**src/rtl/clause_scan_scheduler_pkg.sv**
```systemverilog
// Shared BCP definitions: clause-store geometry, the implication record handed
// to the trail unit, and the clause scan scheduler state encoding.
package bcp_pkg;

    localparam int NUM_CLAUSES = 512;
    localparam int CLAUSE_AW   = 9;
    localparam int VAR_W       = 9;

    typedef struct packed {
        logic [VAR_W-1:0] var_idx;
        logic             value;
    } impl_t;

    typedef enum logic [1:0] {
        IDLE,
        SCAN,
        DRAIN,
        DONE
    } sched_state_t;

endpackage

```
**src/rtl/clause_scan_scheduler_if.sv**
```systemverilog
// Scheduler-facing bundle: pass control, evaluation pipe issue/return and the
// implication stream towards the trail unit.
interface clause_scan_scheduler_if #(
    parameter int CLAUSE_AW = bcp_pkg::CLAUSE_AW,
    parameter int VAR_W     = bcp_pkg::VAR_W
);

    logic                 start;
    logic                 busy;
    logic                 done;
    logic                 conflict;
    logic [CLAUSE_AW-1:0] conflict_clause;

    logic                 issue_valid;
    logic [CLAUSE_AW-1:0] issue_addr;
    logic                 res_valid;
    logic [CLAUSE_AW-1:0] res_addr;
    logic                 res_unit;
    logic                 res_conflict;
    logic [VAR_W-1:0]     res_var;
    logic                 res_value;

    logic                 impl_valid;
    logic                 impl_ready;
    logic [VAR_W-1:0]     impl_var;
    logic                 impl_value;

    modport master (
        input  start,
        output busy, done, conflict, conflict_clause,
        output issue_valid, issue_addr,
        input  res_valid, res_addr, res_unit, res_conflict, res_var, res_value,
        output impl_valid, impl_var, impl_value,
        input  impl_ready
    );

    modport slave (
        output start,
        input  busy, done, conflict, conflict_clause,
        input  issue_valid, issue_addr,
        output res_valid, res_addr, res_unit, res_conflict, res_var, res_value,
        input  impl_valid, impl_var, impl_value,
        output impl_ready
    );

endinterface

```
**src/rtl/clause_scan_scheduler_fifo.sv**
```systemverilog
// Synchronous FIFO with occupancy count; the head entry is read straight from
// storage so consecutive pops need no bubble.
module impl_fifo #(
    parameter type entry_t = logic [7:0],
    parameter int  DEPTH   = 8,
    localparam int AW      = $clog2(DEPTH),
    localparam int CW      = AW + 1
) (
    input  logic          clk,
    input  logic          rst_n,
    input  logic          push,
    input  entry_t        push_data,
    input  logic          pop,
    output entry_t        head,
    output logic          empty,
    output logic [CW-1:0] count
);

    entry_t        mem [DEPTH];
    logic [AW-1:0] wr_ptr;
    logic [AW-1:0] rd_ptr;
    logic          full;
    logic          do_push;
    logic          do_pop;

    assign empty   = (count == '0);
    assign full    = (count == CW'(DEPTH));
    assign do_pop  = pop && !empty;
    assign do_push = push && (!full || do_pop);
    assign head    = mem[rd_ptr];

    // NOTE: storage carries no reset; validity is tracked by count alone, which keeps the array as plain RAM.
    always_ff @(posedge clk) begin
        if (do_push) mem[wr_ptr] <= push_data;
    end

    // NOTE: sequential state uses non-blocking assignments so every register samples pre-edge values.
    always_ff @(posedge clk or negedge rst_n) begin
        if (!rst_n) begin
            wr_ptr <= '0;
            rd_ptr <= '0;
            count  <= '0;
        end else begin
            if (do_push) wr_ptr <= wr_ptr + 1'b1;
            if (do_pop)  rd_ptr <= rd_ptr + 1'b1;
            case ({do_push, do_pop})
                2'b10:   count <= count + 1'b1;
                2'b01:   count <= count - 1'b1;
                default: count <= count;
            endcase
        end
    end

endmodule

```
**src/rtl/clause_scan_scheduler.sv**
```systemverilog
// Walks the clause store once per BCP pass, feeding the fixed-latency evaluation
// pipe under a credit limit and queueing unit implications for the trail unit.
module clause_scan_scheduler #(
    parameter int NUM_CLAUSES = bcp_pkg::NUM_CLAUSES,
    parameter int CLAUSE_AW   = bcp_pkg::CLAUSE_AW,
    parameter int VAR_W       = bcp_pkg::VAR_W,
    parameter int EVAL_LAT    = 2,
    parameter int FIFO_DEPTH  = 8
) (
    input logic                     clk,
    input logic                     rst_n,
    clause_scan_scheduler_if.master bus
);
    import bcp_pkg::*;

    localparam int                   CNT_W     = $clog2(FIFO_DEPTH) + 1;
    localparam logic [CLAUSE_AW-1:0] LAST_ADDR = CLAUSE_AW'(NUM_CLAUSES - 1);

    if ((1 << CLAUSE_AW) < NUM_CLAUSES || FIFO_DEPTH < EVAL_LAT + 1 || VAR_W != bcp_pkg::VAR_W)
    begin : g_bad_params
        $error("clause_scan_scheduler: inconsistent parameters");
    end

    sched_state_t         state;
    sched_state_t         state_next;
    logic [CLAUSE_AW-1:0] issue_ptr;
    logic [CNT_W-1:0]     inflight;
    logic [CNT_W-1:0]     fifo_count;
    logic [CNT_W:0]       occupancy;
    logic                 conflict_q;
    logic [CLAUSE_AW-1:0] conflict_clause_q;
    impl_t                fifo_head;
    impl_t                push_data;
    logic                 fifo_empty;
    logic                 fifo_drained;
    logic                 res_take;
    logic                 res_conf;
    logic                 fifo_push;
    logic                 fifo_pop;
    logic                 credit_ok;
    logic                 issue_fire;
    logic                 start_accept;

    // Results count only while a pass has clauses outstanding; stray returns are dropped.
    assign res_take     = bus.res_valid && (inflight != '0) && (state == SCAN || state == DRAIN);
    assign res_conf     = res_take && bus.res_conflict;
    assign fifo_push    = res_take && bus.res_unit && !bus.res_conflict;
    assign fifo_pop     = !fifo_empty && bus.impl_ready;
    assign push_data    = '{var_idx: bus.res_var, value: bus.res_value};
    assign start_accept = (state == IDLE) && bus.start;

    // Every clause in flight has a reserved FIFO slot because the pipe cannot stall.
    assign occupancy  = {1'b0, fifo_count} + {1'b0, inflight};
    assign credit_ok  = occupancy < (CNT_W + 1)'(FIFO_DEPTH);
    assign issue_fire = (state == SCAN) && credit_ok && !res_conf;

    // The last pop can coincide with leaving DRAIN, so DONE is not delayed by a cycle.
    assign fifo_drained = fifo_empty || (fifo_count == CNT_W'(1) && fifo_pop);

    impl_fifo #(
        .entry_t (impl_t),
        .DEPTH   (FIFO_DEPTH)
    ) u_impl_fifo (
        .clk       (clk),
        .rst_n     (rst_n),
        .push      (fifo_push),
        .push_data (push_data),
        .pop       (fifo_pop),
        .head      (fifo_head),
        .empty     (fifo_empty),
        .count     (fifo_count)
    );

    always_ff @(posedge clk or negedge rst_n) begin
        if (!rst_n) state <= IDLE;
        else        state <= state_next;
    end

    // NOTE: the default assignment up front keeps this combinational block free of inferred latches.
    always_comb begin
        state_next = state;
        case (state)
            IDLE:    if (bus.start) state_next = SCAN;
            SCAN:    if (res_conf || (issue_fire && issue_ptr == LAST_ADDR)) state_next = DRAIN;
            DRAIN:   if (inflight == '0 && fifo_drained) state_next = DONE;
            DONE:    state_next = IDLE;
            default: state_next = IDLE;
        endcase
    end

    always_comb begin
        bus.issue_valid     = issue_fire;
        bus.issue_addr      = issue_ptr;
        bus.busy            = (state == SCAN) || (state == DRAIN);
        bus.done            = (state == DONE);
        bus.conflict        = conflict_q;
        bus.conflict_clause = conflict_clause_q;
        bus.impl_valid      = !fifo_empty;
        bus.impl_var        = fifo_head.var_idx;
        bus.impl_value      = fifo_head.value;
    end

    always_ff @(posedge clk or negedge rst_n) begin
        if (!rst_n) begin
            issue_ptr         <= '0;
            inflight          <= '0;
            conflict_q        <= 1'b0;
            conflict_clause_q <= '0;
        end else begin
            if (start_accept)    issue_ptr <= '0;
            else if (issue_fire) issue_ptr <= issue_ptr + 1'b1;

            case ({issue_fire, res_take})
                2'b10:   inflight <= inflight + 1'b1;
                2'b01:   inflight <= inflight - 1'b1;
                default: inflight <= inflight;
            endcase

            // Only the first conflict of a pass is reported.
            if (start_accept) begin
                conflict_q        <= 1'b0;
                conflict_clause_q <= '0;
            end else if (res_conf && !conflict_q) begin
                conflict_q        <= 1'b1;
                conflict_clause_q <= bus.res_addr;
            end
        end
    end

endmodule

```
**src/flat_wrapper.sv**
```systemverilog
// flat-port wrapper written by rule: the top's interface ports become plain ports
module clause_scan_scheduler_flat import bcp_pkg::*;
#(
    parameter int NUM_CLAUSES = bcp_pkg::NUM_CLAUSES,
    parameter int CLAUSE_AW   = bcp_pkg::CLAUSE_AW,
    parameter int VAR_W       = bcp_pkg::VAR_W,
    parameter int EVAL_LAT    = 2,
    parameter int FIFO_DEPTH  = 8
)
  (clk, rst_n, bus_start, bus_busy, bus_done, bus_conflict, bus_conflict_clause, bus_issue_valid, bus_issue_addr, bus_res_valid, bus_res_addr, bus_res_unit, bus_res_conflict, bus_res_var, bus_res_value, bus_impl_valid, bus_impl_var, bus_impl_value, bus_impl_ready);
  clause_scan_scheduler_if #(.CLAUSE_AW(CLAUSE_AW), .VAR_W(VAR_W)) bus_i ();
  input logic clk;
  input logic rst_n;
  input wire logic [$bits(bus_i.start)-1:0] bus_start;
  output wire logic [$bits(bus_i.busy)-1:0] bus_busy;
  output wire logic [$bits(bus_i.done)-1:0] bus_done;
  output wire logic [$bits(bus_i.conflict)-1:0] bus_conflict;
  output wire logic [$bits(bus_i.conflict_clause)-1:0] bus_conflict_clause;
  output wire logic [$bits(bus_i.issue_valid)-1:0] bus_issue_valid;
  output wire logic [$bits(bus_i.issue_addr)-1:0] bus_issue_addr;
  input wire logic [$bits(bus_i.res_valid)-1:0] bus_res_valid;
  input wire logic [$bits(bus_i.res_addr)-1:0] bus_res_addr;
  input wire logic [$bits(bus_i.res_unit)-1:0] bus_res_unit;
  input wire logic [$bits(bus_i.res_conflict)-1:0] bus_res_conflict;
  input wire logic [$bits(bus_i.res_var)-1:0] bus_res_var;
  input wire logic [$bits(bus_i.res_value)-1:0] bus_res_value;
  output wire logic [$bits(bus_i.impl_valid)-1:0] bus_impl_valid;
  output wire logic [$bits(bus_i.impl_var)-1:0] bus_impl_var;
  output wire logic [$bits(bus_i.impl_value)-1:0] bus_impl_value;
  input wire logic [$bits(bus_i.impl_ready)-1:0] bus_impl_ready;
  assign bus_i.start = bus_start;
  assign bus_busy = bus_i.busy;
  assign bus_done = bus_i.done;
  assign bus_conflict = bus_i.conflict;
  assign bus_conflict_clause = bus_i.conflict_clause;
  assign bus_issue_valid = bus_i.issue_valid;
  assign bus_issue_addr = bus_i.issue_addr;
  assign bus_i.res_valid = bus_res_valid;
  assign bus_i.res_addr = bus_res_addr;
  assign bus_i.res_unit = bus_res_unit;
  assign bus_i.res_conflict = bus_res_conflict;
  assign bus_i.res_var = bus_res_var;
  assign bus_i.res_value = bus_res_value;
  assign bus_impl_valid = bus_i.impl_valid;
  assign bus_impl_var = bus_i.impl_var;
  assign bus_impl_value = bus_i.impl_value;
  assign bus_i.impl_ready = bus_impl_ready;
  clause_scan_scheduler #(.NUM_CLAUSES(NUM_CLAUSES), .CLAUSE_AW(CLAUSE_AW), .VAR_W(VAR_W), .EVAL_LAT(EVAL_LAT), .FIFO_DEPTH(FIFO_DEPTH)) u_core (.clk(clk), .rst_n(rst_n), .bus(bus_i));
endmodule
```
**config.mk**
```make
export PLATFORM = sky130hd
export DESIGN_NAME = clause_scan_scheduler_flat
export DESIGN_NICKNAME = d
export VERILOG_FILES = /design/src/rtl/clause_scan_scheduler_pkg.sv /design/src/rtl/clause_scan_scheduler_if.sv /design/src/rtl/clause_scan_scheduler_fifo.sv /design/src/rtl/clause_scan_scheduler.sv /design/src/flat_wrapper.sv
export SDC_FILE = /design/constraint.sdc
export NUM_CORES = 1
export LEC_CHECK = 0
export CORE_MARGIN = 2
export CORE_UTILIZATION = 40
export CTS_BUF_LIST = sky130_fd_sc_hd__clkbuf_4
export CTS_CLUSTER_SIZE = 25
export DETAILED_ROUTE_END_ITERATION = 8
export HOLD_SLACK_MARGIN = 0.12
export PLACE_DENSITY = 0.67
export RECOVER_POWER = 25
export SLEW_MARGIN = 10
export SYNTH_ARGS = -nofsm -noshare
export SYNTH_HDL_FRONTEND = slang
export SYNTH_HIERARCHICAL = 1
export SYNTH_SLANG_ARGS = --single-unit
```
**constraint.sdc**
```tcl
create_clock -name clk -period 4 [get_ports clk]
set_clock_uncertainty 0.15 [all_clocks]
set_input_delay 0.6 -clock clk [delete_from_list [all_inputs] [get_ports clk]]
set_output_delay 0.6 -clock clk [all_outputs]
set_load 0.02 [all_outputs]
```
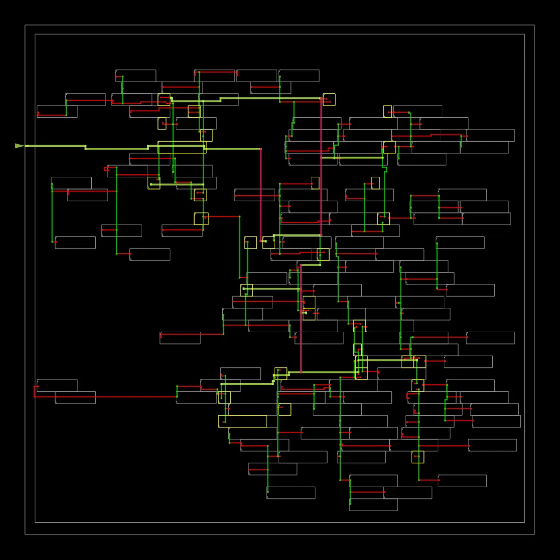
Run 1: clock routing
sequential cell count: 115
number of buffers added by the clock tree synthesis step: 17

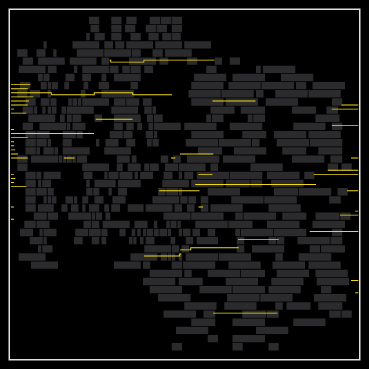
Run 1: signal wires on met3
Drawn at 3 px/um. Cells faint in the background.
main direction: horizontal
longest straight run: 40.0 um
nets with wire on the layer: 38
share of all routed wire: 4.4%
wire length on this layer: 423 um

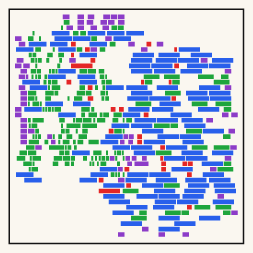
Run 1: cell classes on the final placement
Drawn at 2 px/um.
| color | class | cells |
|---|---|---|
| green | remaining logic cells | 190 |
| red | clock drivers and dummy loads | 32 |
| blue | registers | 115 |
| purple | remaining buffers and delay cells | 72 |

==> deck_impl_summary.md, run 1 <==
Flow Results at a Glance

Run status
  – Result of the run: finished with violations
  – Violations in the final reports: capacitance limit, slew limit

Setup path
  – Kind of critical path: register to primary output
  – Crit-path max FO: 22
  – Worst Path Buf+Inv: 1
  – Critical path data arrival time: 2.76 ns
  – Worst setup startpoint: u_core/u_impl_fifo/rd_ptr[1]
  – Length in cells of the worst reg-to-reg path: 12
  – Startpoint Class: register

Finish
  – Multi-input logic cell count: about 180
  – Area delta synth->final: 22.6%
  – Fraction of layout cells with a size suffix above 1: 22.0%
  – Sequential fraction of total cell area: ~53%
  – Most used logic cell in the final layout: sky130_fd_sc_hd__edfxtp_1
  – Post-layout instance count excluding filler cells: just under 600
  – Number of flip-flops under the largest register name: 80

Yosys
  – Compound-Gate Fraction of Synth Area: 5.03%
  – MUX area fraction: a little over an eighth
  – Synthesized chip area reported by yosys: 5050 um2
  – Simple-gate area share of the yosys netlist: 7.36%
  – Cell Area, Synth: 5050 um2
  – Number of flops mapped to enable cells by yosys: ~80
  – Share of the synthesized netlist area taken by xor and xnor gates: 3.12%

Flow run
  – Count of max-cap constraint violations: 1
  – Tool Warnings: 31

Floorplanning
  – Die Y: ~120 um
  – Die area: 13,500 um2

Clocking
  – Post-CTS Setup Inserts: 0
  – # H-tree levels: 4
  – Clock slew at the register clock pins of the worst setup and hold paths: 0.09 ns

STA
  – Pins Over Slew Limit: 36
  – Share of the clock period used by the worst path after layout: 87.6%
  – Number of hold-slack violations in the final timing report: 0
  – Setup TNS Final: 0 ns

Worst hold path
  – Hold Path Origin: u_core/bus.conflict_clause[4]

Power
  – Power dissipated by switching net loads: 1.48 mW
  – Comb power frac: approximately two fifths
  – Total combinational power: 1.73 mW

Place
  – Instance count after placement with tap cells included: about 550
  – Hpwl dp: approximately 6300 um
  – Number of port buffers: 58

Route
  – Detailed-route DRC error count: 0
  – Number of vias in the routed layout: roughly 2,900

Global routing
  – Fraction of met3 tracks used by global routing: under 10%
Run 1, routed clock nets over the placement:
Drawn at 4 px/um.
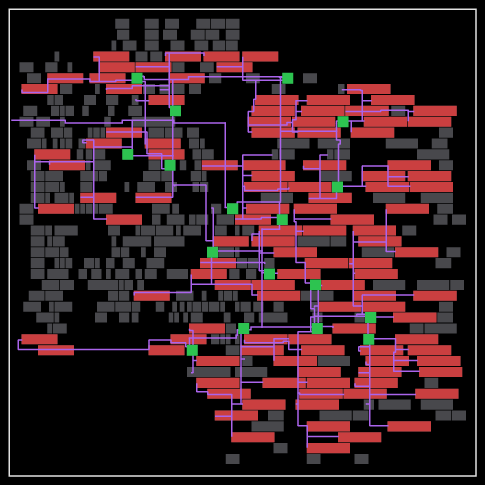

==> run 2: changes to the inputs <==
--- a/config.mk
+++ b/config.mk
@@ -11,7 +11,6 @@
 export CTS_CLUSTER_SIZE = 25
 export DETAILED_ROUTE_END_ITERATION = 8
 export HOLD_SLACK_MARGIN = 0.12
-export PLACE_DENSITY = 0.67
 export RECOVER_POWER = 25
 export SLEW_MARGIN = 10
 export SYNTH_ARGS = -nofsm -noshare
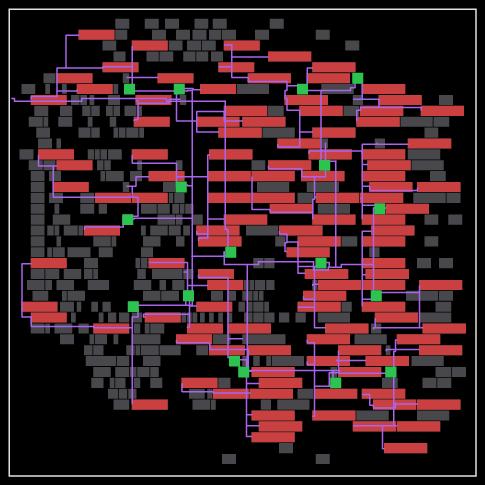
Run 2: routed clock nets over the placement
Drawn at 4 px/um.
[green] clock-net drivers | count: 17
[red] flip-flops | count: 115
[purple] clock wires | length: 1,380 um
flops lie: widely spread
routed clock nets: 18

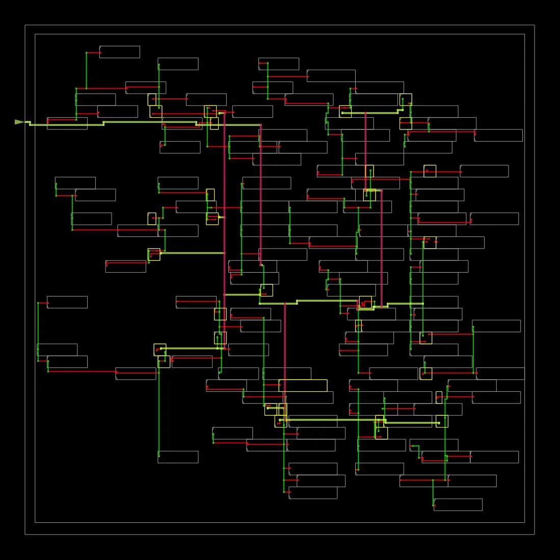
Run 2: clock routing
worst-skew pair later-pin latency: 0.52 ns
Sink Count: 115
tally of clock buffers in the finished layout: 19
Power Clock: 727 uW

==> deck_impl_summary.md, run 2 <==
Flow Results at a Glance

Run status
  – Result of the run: finished with violations
  – Violations in the final reports: capacitance limit, slew limit

Setup path
  – Worst setup startpoint: u_core/u_impl_fifo/rd_ptr[0]
  – Worst Path Buf+Inv: 2
  – Crit-path max FO: 18
  – Critical path data arrival time: 2.83 ns

Clocking
  – Number of buffers added by the clock tree synthesis step: 17
  – Post-CTS Setup Inserts: 0

Yosys
  – Synthesized chip area reported by yosys: 5050 um2
  – Share of the synthesized netlist area taken by xor and xnor gates: between 3 and 4%
  – Simple-gate area share of the yosys netlist: 7.36%
  – Number of flops mapped to enable cells by yosys: 80

Power
  – Total combinational power: 1.71 mW
  – Comb power frac: approximately two fifths
  – Power dissipated by switching net loads: 1.46 mW

Finish
  – Fraction of layout cells with a size suffix above 1: a little over a fifth
  – Post-layout instance count excluding filler cells: 583
  – Area delta synth->final: 22.0%
  – Number of flip-flops under the largest register name: 80

STA
  – Pins Over Slew Limit: 36
  – Setup TNS Final: 0 ns
  – Number of hold-slack violations in the final timing report: 0

Floorplanning
  – Die area: 13,500 um2
  – Die Y: roughly 120 um

Flow run
  – Count of max-cap constraint violations: 1
Run 2, I/O nets highlighted:
Drawn at 4 px/um.
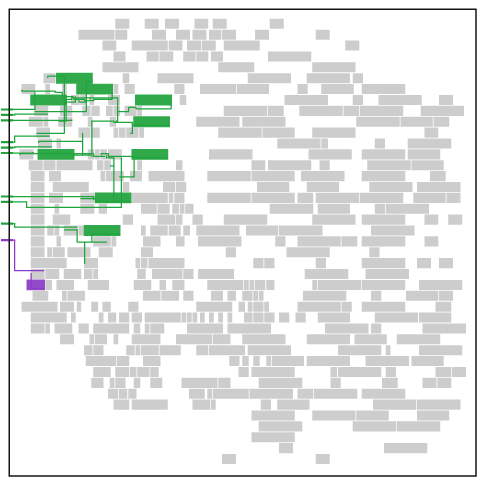

==> run 3: changes to the inputs <==
--- a/config.mk
+++ b/config.mk
@@ -11,6 +11,7 @@
 export CTS_CLUSTER_SIZE = 25
 export DETAILED_ROUTE_END_ITERATION = 8
 export HOLD_SLACK_MARGIN = 0.12
+export MAX_ROUTING_LAYER = met4
 export RECOVER_POWER = 25
 export SLEW_MARGIN = 10
 export SYNTH_ARGS = -nofsm -noshare
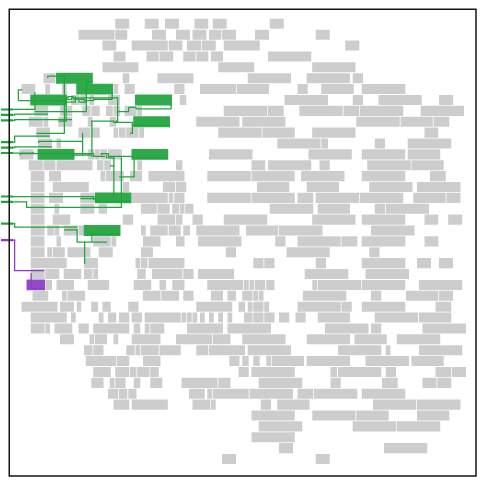
Run 3: I/O nets highlighted
Drawn at 4 px/um.
| color | port | bits | direction | end cells | buffers | wire |
|---|---|---|---|---|---|---|
| purple | bus_done | 1 | output | 1 | 1 | 22.7 um |
| green | bus_issue_addr | 9 | output | 9 | 9 | 426 um |

==> deck_impl_summary.md, run 3 <==
Flow Results at a Glance

Clocking
  – Clock slew at the register clock pins of the worst setup and hold paths: 0.10 ns
  – Post-CTS Setup Inserts: 0
  – # H-tree levels: 4

STA
  – Pins Over Slew Limit: 36
  – Number of hold-slack violations in the final timing report: 0

Yosys
  – MUX area fraction: 13.1%
  – Cell Area, Synth: 5050 um2
  – Share of the synthesized netlist area taken by xor and xnor gates: 3.12%

Finish
  – Sequential fraction of total cell area: 53.3%
  – Most used logic cell in the final layout: sky130_fd_sc_hd__edfxtp_1
  – Number of flip-flops under the largest register name: 80
  – Sequential cell count: 115
  – Fraction of layout cells with a size suffix above 1: 21.9%

Place
  – Number of port buffers: 58
  – Hpwl dp: 6390 um

Worst hold path
  – Hold Path Origin: u_core/bus.conflict_clause[2]

Run status
  – Result of the run: finished with violations
  – Violations in the final reports: capacitance limit, slew limit

Setup path
  – Worst Path Buf+Inv: 2
  – Kind of critical path: register to primary output
  – Length in cells of the worst reg-to-reg path: 11
  – Crit-path max FO: 18
  – Worst setup startpoint: u_core/u_impl_fifo/rd_ptr[0]

Floorplanning
  – Die area: 13,500 um2

Power
  – Total combinational power: around 1.7 mW
  – Comb power frac: between 40% and 50%

Route
  – Detailed-route DRC error count: 0

Flow run
  – Count of max-cap constraint violations: 1
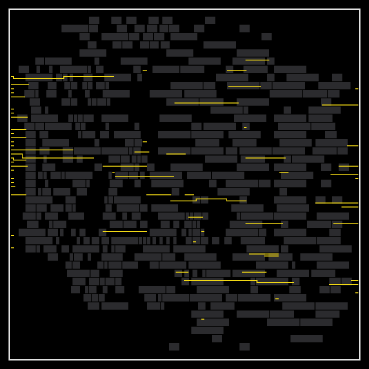
Run 3: signal wires on met3
Drawn at 3 px/um. Cells faint in the background.
longest straight run: 24.2 um
wire length on this layer: 450 um
share of all routed wire: 4.7%
nets with wire on the layer: 48
main direction: horizontal
DRT Wirelength: 9620 um
number of vias in the routed layout: 2,901
fraction of met3 tracks used by global routing: 4.93%

Power and IR drop assume default switching activity.
